===== src/rtl/mem_arbiter_pkg.sv =====
// Shared types and constants for the two-port cache-to-memory arbiter.
package mem_arbiter_pkg;

    // Default widths and timeout
    localparam int DEF_ADDR_W  = 32;
    localparam int DEF_DATA_W  = 256;
    localparam int DEF_TIMEOUT = 64;

    // Port index constants (p0 = icache, p1 = dcache)
    localparam int P0 = 0;
    localparam int P1 = 1;

    // Arbiter FSM states
    typedef enum logic [1:0] {
        ST_IDLE = 2'd0,
        ST_WAIT = 2'd1,
        ST_RESP = 2'd2
    } state_e;

endpackage


===== src/rtl/mem_arbiter_rr_arb2.sv =====
// Two-requester round-robin pick: a lone requester wins outright, a tie goes
// to the port that was not granted last. Purely combinational.
module rr_arb2
    import mem_arbiter_pkg::*;
(
    input  logic [1:0] req,
    input  logic       last_grant,   // 0 = p0 granted last, 1 = p1 granted last
    output logic [1:0] grant         // one-hot, bit P0 / bit P1
);

    // Select the winner from the request pair and the last owner
    // NOTE: grant gets a default before the case so no path leaves it unassigned and no latch is inferred.
    always_comb begin
        grant = 2'b00;
        unique case (req)
            2'b01:   grant[P0] = 1'b1;
            2'b10:   grant[P1] = 1'b1;
            2'b11:   grant     = (last_grant == 1'(P1)) ? 2'b01 : 2'b10;
            default: grant     = 2'b00;
        endcase
    end

endmodule


===== src/rtl/mem_arbiter.sv =====
// Arbitrates icache (p0) and dcache (p1) line requests onto one memory port.
// IDLE latches the winner's request, WAIT holds it on the memory bus until
// mem_ack_i or timeout, RESP returns a one-cycle ack. Every output is a flop.
module mem_arbiter
    import mem_arbiter_pkg::*;
#(
    parameter int ADDR_W  = DEF_ADDR_W,
    parameter int DATA_W  = DEF_DATA_W,
    parameter int TIMEOUT = DEF_TIMEOUT
) (
    input  logic              clk_i,
    input  logic              rst_i,
    input  logic              p0_req_i,
    input  logic              p0_write_i,
    input  logic [ADDR_W-1:0] p0_addr_i,
    input  logic [DATA_W-1:0] p0_data_i,
    output logic [DATA_W-1:0] p0_data_o,
    output logic              p0_ack_o,
    input  logic              p1_req_i,
    input  logic              p1_write_i,
    input  logic [ADDR_W-1:0] p1_addr_i,
    input  logic [DATA_W-1:0] p1_data_i,
    output logic [DATA_W-1:0] p1_data_o,
    output logic              p1_ack_o,
    output logic              mem_enable_o,
    output logic              mem_write_o,
    output logic [ADDR_W-1:0] mem_addr_o,
    output logic [DATA_W-1:0] mem_data_o,
    input  logic [DATA_W-1:0] mem_data_i,
    input  logic              mem_ack_i,
    output logic [1:0]        grant_o,
    output logic              err_o
);

    localparam int              CNT_W    = (TIMEOUT > 1) ? $clog2(TIMEOUT) : 1;
    localparam logic [CNT_W-1:0] CNT_LAST = CNT_W'(TIMEOUT - 1);

    state_e            r_state,  w_state_n;
    logic [CNT_W-1:0]  r_cnt,    w_cnt_n;
    logic              r_last,   w_last_n;     // port granted most recently
    logic              r_owner,  w_owner_n;    // port owning the current transaction
    logic [1:0]        w_rr_grant;

    logic              w_mem_enable_n, w_mem_write_n, w_err_n;
    logic              w_p0_ack_n, w_p1_ack_n;
    logic [ADDR_W-1:0] w_mem_addr_n;
    logic [DATA_W-1:0] w_mem_data_n, w_p0_data_n, w_p1_data_n;
    logic [1:0]        w_grant_n;

    rr_arb2 u_rr_arb2 (
        .req        ({p1_req_i, p0_req_i}),
        .last_grant (r_last),
        .grant      (w_rr_grant)
    );

    // Next-state and next-output logic; every register holds unless told otherwise
    always_comb begin
        w_state_n      = r_state;
        w_cnt_n        = r_cnt;
        w_last_n       = r_last;
        w_owner_n      = r_owner;
        w_mem_enable_n = mem_enable_o;
        w_mem_write_n  = mem_write_o;
        w_mem_addr_n   = mem_addr_o;
        w_mem_data_n   = mem_data_o;
        w_grant_n      = grant_o;
        w_err_n        = err_o;
        w_p0_data_n    = p0_data_o;
        w_p1_data_n    = p1_data_o;
        w_p0_ack_n     = 1'b0;
        w_p1_ack_n     = 1'b0;

        unique case (r_state)
            ST_IDLE: begin
                w_grant_n      = 2'b00;
                w_mem_enable_n = 1'b0;
                if (|w_rr_grant) begin
                    w_owner_n      = w_rr_grant[P1];
                    w_last_n       = w_rr_grant[P1];
                    w_mem_write_n  = w_rr_grant[P1] ? p1_write_i : p0_write_i;
                    w_mem_addr_n   = w_rr_grant[P1] ? p1_addr_i  : p0_addr_i;
                    w_mem_data_n   = w_rr_grant[P1] ? p1_data_i  : p0_data_i;
                    w_mem_enable_n = 1'b1;
                    w_grant_n      = w_rr_grant;
                    w_cnt_n        = '0;
                    w_state_n      = ST_WAIT;
                end
            end

            ST_WAIT: begin
                if (mem_ack_i || (r_cnt == CNT_LAST)) begin
                    // Timeout completes the transaction without touching read data
                    if (mem_ack_i && !mem_write_o) begin
                        if (r_owner == 1'(P1)) w_p1_data_n = mem_data_i;
                        else                   w_p0_data_n = mem_data_i;
                    end
                    if (!mem_ack_i) w_err_n = 1'b1;
                    w_mem_enable_n = 1'b0;
                    w_p0_ack_n     = (r_owner == 1'(P0));
                    w_p1_ack_n     = (r_owner == 1'(P1));
                    w_state_n      = ST_RESP;
                end else begin
                    w_cnt_n = r_cnt + CNT_W'(1);
                end
            end

            ST_RESP: begin
                w_grant_n = 2'b00;
                w_state_n = ST_IDLE;
            end

            default: begin
                w_grant_n      = 2'b00;
                w_mem_enable_n = 1'b0;
                w_state_n      = ST_IDLE;
            end
        endcase
    end

    // State and output registers with asynchronous active-low clear
    // NOTE: sequential state uses non-blocking assignments so every flop samples pre-edge values.
    // NOTE: the wide read-data registers are cleared too, because they are visible outputs that must read 0 in reset.
    always_ff @(posedge clk_i or negedge rst_i) begin
        if (!rst_i) begin
            r_state      <= ST_IDLE;
            r_cnt        <= '0;
            r_last       <= 1'(P1);
            r_owner      <= 1'(P0);
            mem_enable_o <= 1'b0;
            mem_write_o  <= 1'b0;
            mem_addr_o   <= '0;
            mem_data_o   <= '0;
            grant_o      <= 2'b00;
            err_o        <= 1'b0;
            p0_ack_o     <= 1'b0;
            p1_ack_o     <= 1'b0;
            p0_data_o    <= '0;
            p1_data_o    <= '0;
        end else begin
            r_state      <= w_state_n;
            r_cnt        <= w_cnt_n;
            r_last       <= w_last_n;
            r_owner      <= w_owner_n;
            mem_enable_o <= w_mem_enable_n;
            mem_write_o  <= w_mem_write_n;
            mem_addr_o   <= w_mem_addr_n;
            mem_data_o   <= w_mem_data_n;
            grant_o      <= w_grant_n;
            err_o        <= w_err_n;
            p0_ack_o     <= w_p0_ack_n;
            p1_ack_o     <= w_p1_ack_n;
            p0_data_o    <= w_p0_data_n;
            p1_data_o    <= w_p1_data_n;
        end
    end

endmodule


===== config.mk =====
export PLATFORM = sky130hd
export DESIGN_NAME = mem_arbiter
export DESIGN_NICKNAME = d
export VERILOG_FILES = /design/src/rtl/mem_arbiter_pkg.sv /design/src/rtl/mem_arbiter_rr_arb2.sv /design/src/rtl/mem_arbiter.sv
export SDC_FILE = /design/constraint.sdc
export NUM_CORES = 1
export LEC_CHECK = 0
export ABC_AREA = 1
export CAP_MARGIN = 10
export CORE_AREA = 2 2 638 640
export CTS_CLUSTER_DIAMETER = 60
export DETAILED_ROUTE_END_ITERATION = 8
export DIE_AREA = 0 0 640 642
export SKIP_LAST_GASP = 1
export SYNTH_ARGS = -nofsm -noshare
export SYNTH_HDL_FRONTEND = slang
export SYNTH_SLANG_ARGS = --single-unit

===== constraint.sdc =====
create_clock -name clk_i -period 3.1 [get_ports clk_i]
set_input_delay 0.62 -clock clk_i [delete_from_list [all_inputs] [get_ports clk_i]]
set_output_delay 0.62 -clock clk_i [all_outputs]
set_load 0.01 [all_outputs]

==> reports/metrics.cfg, run 1 <==
[power]
p_per_area_mw_per_mm2=1045
leakagePower_uw=0.02488
vdd_ir_drop_max_uv=553.9

[outcome]
status=finished clean

[grt]
grt_use_met2=0.2763
grt_pass1_vias=32780
groute.usage.overall=0.1513
grt_overflow_total=0
use_met1=0.1483
grt_max_degree=137
busiest_layer=met2
antenna_found_initial=233
grtUsageMet3=0.07100
grt_pass1_wl_mm=395.9

[critical_path]
critPathCaptureType=output pin
crit_chain=clkdlybuf4s50_1
crit_path_max_fanout=2
reg2regPathDepth=6
cpPeakStageDelay_ps=1020
worst_r2r_startpoint=r_state[1]
slowest_stage=clkdlybuf4s50_1
crit_family=buffers and inverters
critPathKind=register to output pin
reg2reg_setup_slack_ps=1040
start_kind=register
worst-path-buf-inv=1
crit_required_ps=2480
arrival_ps=2260
rr_endpoint=mem_addr_o[5]
cp_num_cells=1

[cts]
path_clk_slew_ps=60
cts_sinks=817
post_cts_buffers=0
htreeDepth=3
clk_path_buf_depth=4
insertion_delay_ps=880
cts_tree=yes
clockRootBuffer=clkbuf_16

[synthesis]
synth-adder-area-share=0.0003837
async_flop_share=1.000
postSynthAreaPerCell_sq_um=9.148
synth_xor_xnor_area_share=0
synthTopCellsByArea=dfrtp_1 63%, nand2_1 9.5%, o21ai_0 8.7%
synth_warnings=0
ys_seq_frac=0.6271
most_common_cell=nand2_1
syn-num-nets=4404
synth_area_sq_mm=0.03261
synth.largest_area_cell=dfrtp_1
ys_cells=3564
top_cells_by_count=829 x nand2_1, 816 x dfrtp_1, 567 x o21ai_0, 528 x o21ai_1, 296 x nor2_1
simple_gate_area_frac=0.1323
synthAoiAreaFrac=0.1697
topCombFamilyByArea=AND-OR/OR-AND gates
synthCells=3564
yosysTopAreaCellShare=0.6263
synth_top_flop_cell=dfrtp_1
mux_area_frac=0
netlist-cell-type-count=25
yosysChipArea_sq_mm=0.03261
edf_count=0
ys.flops=817

[routing]
wl_mm=321.4
wl_met1_mm=106.5
drc=0
avgViaCountPerCell=3.116
vias=33660
dr.max_layer_used=met5
wl_per_cell_um=29.76
wl_met3_mm=36.56
drt_iter0_drc=2965
dr.pass1.iters=6
ant_nets=0
wl_met2_mm=164.0

[floorplan]
core_area_sq_mm=0.4043
die_height_um=642
io_pins=1646
dieArea_sq_mm=0.4109
initial_utilization=0.08064
rows=234
die_w_um=640

[cells_and_area]
layout_top_cell=clkdlybuf4s50_1
fin_cells=10800
lay_top_cells=1601 x clkdlybuf4s50_1, 828 x nand2_1, 816 x dfrtp_1
area_growth_pct=84.88
fin_nets=6069
fin_util=0.1491
layout-drive-gt1-share=0.07405

[timing]
slew_headroom=0.3991
worst_pin_slew_ps=901.4
fin_crit_sh=0.9292
maxSlewViolCount=0
clock_skew_ps=102.3
hold_ws_ps=309.9
rsz0062_at_grt=no
hold_viol_final=0
max_freq_mhz=347.2
setup_violations=0
period_needed_ps=2880
finalSetupTns_ps=0

[place]
dp.cells=10540
dp_hpwl_mm=283.3
numPortBuffers=1645
place.gp.congestion=1.082

[run]
warnings=35
drv_cap=0

[hold_path]
min_to=p1_data_o[203]
min_path_type=primary input to register
hold-path-cell-count=3
hold_path.startpoint=mem_data_i[203]

run 1: cell type report:
cell class | instances | area [sq um]
Inverter | 270 | 1028
Antenna cell | 52 | 130.1
Clock buffer | 152 | 3321
Sequential cell | 817 | 20450
Multi-Input combinational cell | 2237 | 9874
Timing Repair Buffer | 1785 | 17870
Fill cell | 45760 | 344100
Clock inverter | 60 | 819.5
Tap cell | 5428 | 6792
run 1: stage by stage:
stage          total power [uW]  setup slack (ps)  instance area [sq um]
6_report                  63000             219.5                  60280
2_1_floorplan             27360              1565                  32610
3_5_place_dp              49650             335.5                  56000
4_1_cts                   64620             48.41                  60150
3_3_place_gp              49460             361.3                  56000
5_1_grt                   66650             101.1                  60210
run 1: report_power, final:
part | switching, uW | leakage, uW | internal [uW]
Combinational | 17600 | 0.0127 | 12200
Sequential | 3070 | 0.0102 | 15600
Clock | 5700 | 0.00203 | 8780
Total | 26400 | 0.0249 | 36600
run 1: timing repair:
action / CTS / global route
gates resized: 1 / 0
setup endpoints to repair: 1 / 0
endpoints found under the hold margin: 21 / 0
hold buffers: 1 / 0
run 1: worst max path at each step:
stage                         from               to  slack [ps]
floorplan                 p0_req_i  mem_data_o[151]        1560
global placement          p0_req_i  mem_data_o[242]         360
detailed placement        p0_req_i  mem_data_o[241]         340
CTS                 p0_data_o[235]   p0_data_o[235]          50
global route         p1_data_o[62]    p1_data_o[62]         100
finish              p0_data_o[235]   p0_data_o[235]         220
run 1: registers in the layout (all words and copies together) (netlist names):
name,cells
mem_addr_o,32
p0_data_o,256
p0_ack_o,1
r_last,1
r_cnt,6
p1_ack_o,1
r_state,2
r_owner,1
p1_data_o,256
mem_enable_o,1
mem_write_o,1
mem_data_o,256
err_o,1
grant_o,2
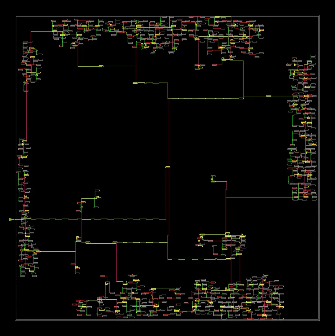
Run 1: clock nets
layout clock buffer count: 152
Num CTS Buffers: 118

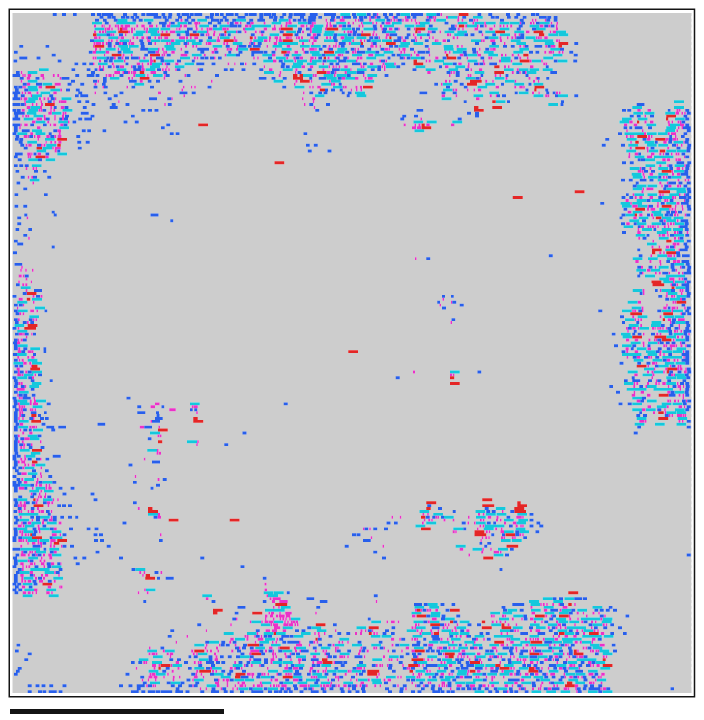
Run 1: cells colored by class
Bar = 200 um. Fill, decap, tap and diode cells in gray.
- blue: remaining buffers and delay cells (cells 1785; share of their area 33%)
- cyan: sequential cells (cells 817; share of their area 38%)
- red: clock drivers and dummy loads (cells 212; share of their area 7.8%)
- magenta: remaining logic cells (cells 2507; share of their area 20%)

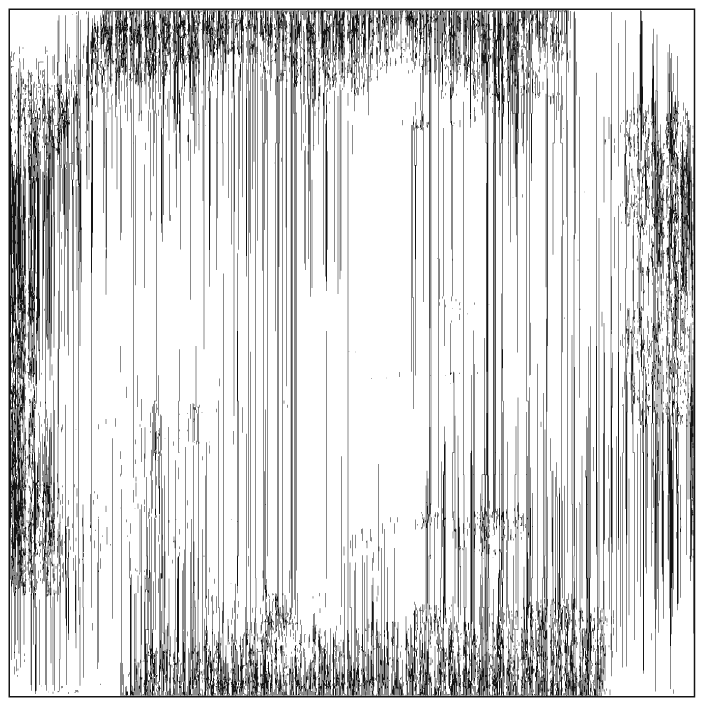
Run 1: metal 2
- nets with wire on the layer: 5022
- wire length on this layer: 164 mm
- longest straight run: 559 um
- share of all routed wire: 51%

==> inputs of run 2 (changes only) <==
Settings changed: CORE_AREA 2 2 638 640 to 2 2 644 646, CTS_CLUSTER_SIZE set to 30, DIE_AREA 0 0 640 642 to 0 0 646 648.
Clock period 3.1 ns to 2.5 ns, I/O delays scaled along.
==> run 2 against run 1 <==
  * Combinational power is 23% higher
  * Register-to-register slack worse by 650 ps
  * Via count rose by 0.27%
  * Clock power is 9% higher
  * Non-clock buffer count rose by 18
  * Final area is 1.2% lower
  * Wire length rose by 0.33%
  * Synthesized area did not move
  * Sequential cell count stayed put
  * Setup slack got worse by 120 ps
  * First-iteration DRC count shrank 1.6%
==> reports/metrics.cfg, run 2 <==
[critical_path]
start_kind=register  ; unchanged
slowest_stage=clkdlybuf4s50_1  ; unchanged
worst-path-buf-inv=1  ; unchanged
worst_r2r_startpoint=r_last  ; was r_state[1]
critPathCaptureType=output pin  ; unchanged
critPathKind=register to output pin  ; unchanged
crit_path_max_fanout=2  ; unchanged
crit_required_ps=2000  ; was 2480 ps
arrival_ps=1900  ; was 2260 ps
cpPeakStageDelay_ps=720  ; was 1020 ps
cp-startpoint=mem_data_o[35]  ; was p0_data_o[235]
crit_family=buffers and inverters  ; unchanged

[grt]
grtUsageMet3=0.07660  ; was 0.07100
groute.usage.overall=0.1479  ; was 0.1513
grt_pass1_wl_mm=393.0  ; was 395.9 mm
grt_max_degree=105  ; was 137
antenna_found_initial=217  ; was 233
use_met1=0.1441  ; was 0.1483
grt_use_met2=0.2685  ; was 0.2763
grt_overflow_total=0  ; unchanged
busiest_layer=met2  ; unchanged

[routing]
avgViaCountPerCell=3.114  ; was 3.116
wl_per_cell_um=29.76  ; about the same
dr.pass1.iters=6  ; unchanged
wl_mm=322.5  ; was 321.4 mm
wl_met2_mm=163.0  ; was 164.0 mm
wl_met3_mm=39.02  ; was 36.56 mm
vias=33750  ; was 33660
drt_iter0_drc=2919  ; was 2965
ant_nets=0  ; unchanged
drc=0  ; unchanged
wl_met1_mm=105.7  ; was 106.5 mm
dr.max_layer_used=met5  ; unchanged

[synthesis]
syn-num-nets=4404  ; unchanged
synthTopCellsByArea=dfrtp_1 63%, nand2_1 9.5%, o21ai_0 8.7%  ; unchanged
postSynthAreaPerCell_sq_um=9.148  ; unchanged
synth_area_sq_mm=0.03261  ; unchanged
synthAoiAreaFrac=0.1697  ; unchanged
yosysChipArea_sq_mm=0.03261  ; unchanged
simple_gate_area_frac=0.1323  ; unchanged
synthCells=3564  ; unchanged
edf_count=0  ; unchanged
top_cells_by_count=829 x nand2_1, 816 x dfrtp_1, 567 x o21ai_0, 528 x o21ai_1, 296 x nor2_1  ; unchanged
synth_xor_xnor_area_share=0  ; unchanged
mux_area_frac=0  ; unchanged
ys_cells=3564  ; unchanged
synth.largest_area_cell=dfrtp_1  ; unchanged
yosysTopAreaCellShare=0.6263  ; unchanged
ys.flops=817  ; unchanged
topCombFamilyByArea=AND-OR/OR-AND gates  ; unchanged
synth_warnings=0  ; unchanged
async_flop_share=1.000  ; unchanged
synth-adder-area-share=0.0003837  ; unchanged
netlist-cell-type-count=25  ; unchanged
synth_top_flop_cell=dfrtp_1  ; unchanged

[cts]
clk_path_buf_depth=4  ; unchanged
htreeDepth=3  ; unchanged
post_cts_buffers=0  ; unchanged
cts_tree=yes  ; unchanged
insertion_delay_ps=860  ; was 880 ps
clockRootBuffer=clkbuf_16  ; unchanged
path_clk_slew_ps=70  ; was 60 ps
hold_buffers=1  ; unchanged
cts_resized=188  ; was 1

[cells_and_area]
clock_area_frac=0.05928  ; was 0.06868
layout-drive-gt1-share=0.08860  ; was 0.07405
logic_gate_count=2237  ; unchanged
buffer_area_frac=0.2971  ; was 0.2964
comb_area_sq_mm=0.009874  ; unchanged
register_area_sq_mm=0.02045  ; about the same
nNonClkBuffers=1803  ; was 1785
largestClassByArea=flip-flops and latches  ; unchanged
inverters=270  ; unchanged
top_regs=mem_data_o (256), p0_data_o (256), p1_data_o (256)  ; unchanged
lay_top_cells=1337 x clkdlybuf4s50_1, 828 x nand2_1, 812 x dfrtp_1  ; was 1601 x clkdlybuf4s50_1, 828 x nand2_1, 816 x dfrtp_1
area_growth_pct=82.74  ; was 84.88%
clkbuf_count=105  ; was 152
seq_share=0.3432  ; was 0.3392
comb_share=0.1657  ; was 0.1638
antenna_cells=58  ; was 52

[floorplan]
initial_utilization=0.07915  ; was 0.08064
die_w_um=646  ; was 640 um
io_pins=1646  ; unchanged
taps=5474  ; was 5428
rows=236  ; was 234
dieArea_sq_mm=0.4186  ; was 0.4109 sq mm
die_height_um=648  ; was 642 um
core_area_sq_mm=0.4119  ; was 0.4043 sq mm

[timing]
setup_violations=0  ; unchanged
hold_viol_final=0  ; unchanged
clock_skew_ps=62.42  ; was 102.3 ps
worst_pin_slew_ps=826.3  ; was 901.4 ps
fin_crit_sh=0.9616
slew_headroom=0.4491  ; was 0.3991
period_needed_ps=2404
rsz0062_at_grt=no  ; unchanged
worst_slack_ps=96.07  ; was 219.5 ps
max_freq_mhz=416.0
maxSlewViolCount=0  ; unchanged

[run]
drv_cap=0  ; unchanged
warnings=38  ; was 35

[place]
place.gp.congestion=1.077  ; was 1.082
dp_slack_ps=-108.6  ; was 335.5 ps
numPortBuffers=1645  ; unchanged
dp_hpwl_mm=286.8  ; was 283.3 mm

[power]
leakagePower_uw=0.02527  ; was 0.02488 uW
vdd_ir_drop_max_uv=709.6  ; was 553.9 uV
pwr-share-seq=0.308  ; was 0.297
clockPowerShare=0.209  ; was 0.230
p_comb_frac=0.483  ; was 0.473
power.share.switching=0.4430  ; was 0.4191
total_power_uw=75660  ; was 63000 uW
cellInternalPower_uw=42140  ; was 36600 uW
p_per_area_mw_per_mm2=1270  ; was 1045 mW/mm^2

[hold_path]
min_path_type=primary input to register  ; unchanged
hold_path.startpoint=mem_data_i[142]  ; was mem_data_i[203]

[outcome]
status=finished clean  ; unchanged

==> run 2: cell types whose count changed in the layout (fill, tap and decap cells not counted), moves of 6 or more <==
cell / previous run / this run
clkbuf_1: 10 / 2
buf_4: 145 / 233
clkinv_4: 2 / 8
diode_2: 52 / 58
dlygate4sd2_1: 1 / 184
inv_12: 0 / 6
buf_12: 36 / 46
clkinv_8: 0 / 13
clkdlybuf4s50_1: 1601 / 1337
bufinv_16: 14 / 8
clkbuf_16: 118 / 101
clkbuf_8: 24 / 2
==> run 2: logic make-up (layout without fill, tap and decap cells) <==
kind of cell    Yosys count  after routing
simple gates           1135           1135
compound gates         1101           1101
flops                   817            817
buf+inv                 510           2251
fa+ha+maj                 1              1
other cells               0             58
==> run 2: per-stage QoR <==
stage | hold slack (ps) | setup TNS (ps) | utilization | instance area (sq um)
5_1_grt | 142.3 | 0 | 0.1445 | 59510
2_1_floorplan | 204.4 | 0 | - | 32610
3_5_place_dp | 455.9 | -1573 | 0.1362 | 56120
3_3_place_gp | 449.4 | -1071 | 0.1362 | 56120
4_1_cts | 81.16 | -65.90 | 0.1443 | 59430
6_report | 208.3 | 0 | 0.1446 | 59580
==> run 2: final timing paths <==
kind | to | cells after the start | slack, ps
min in group asynchronous | mem_data_o[91] | 2 | 220
min | p0_data_o[142] | 3 | 210
min reg2reg | err_o | 1 | 460
max | mem_data_o[35] | 1 | 100
max in group asynchronous | mem_data_o[171] | 3 | 1200
max reg2reg | mem_data_o[2] | 7 | 390
==> run 2: power groups by stage <==
stage	Combinational, uW	Clock [uW]	Sequential (uW)
6_report	36600	15800	23300
5_1_grt	39200	16800	24000
4_1_cts	37900	16300	23300
3_5_place_dp	38800	0	23400
3_3_place_gp	38600	0	23300
2_1_floorplan	8430	0	25500
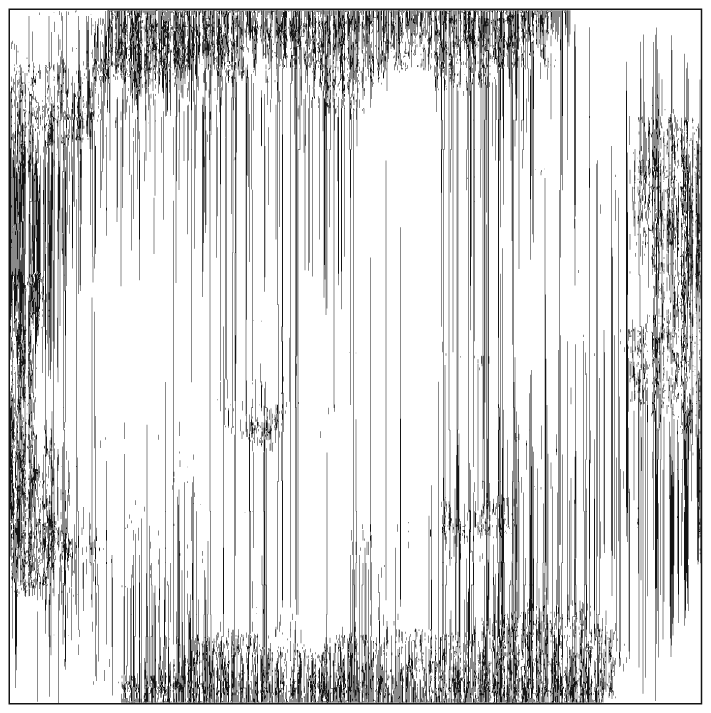
Run 2: metal 2
- main direction: vertical
- share of all routed wire: 51%

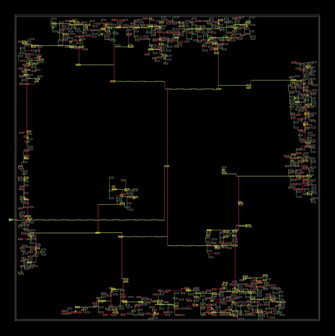
Run 2: clock nets
clock sinks: 817
Clock net power: 15800 uW

Power and IR drop assume default switching activity.
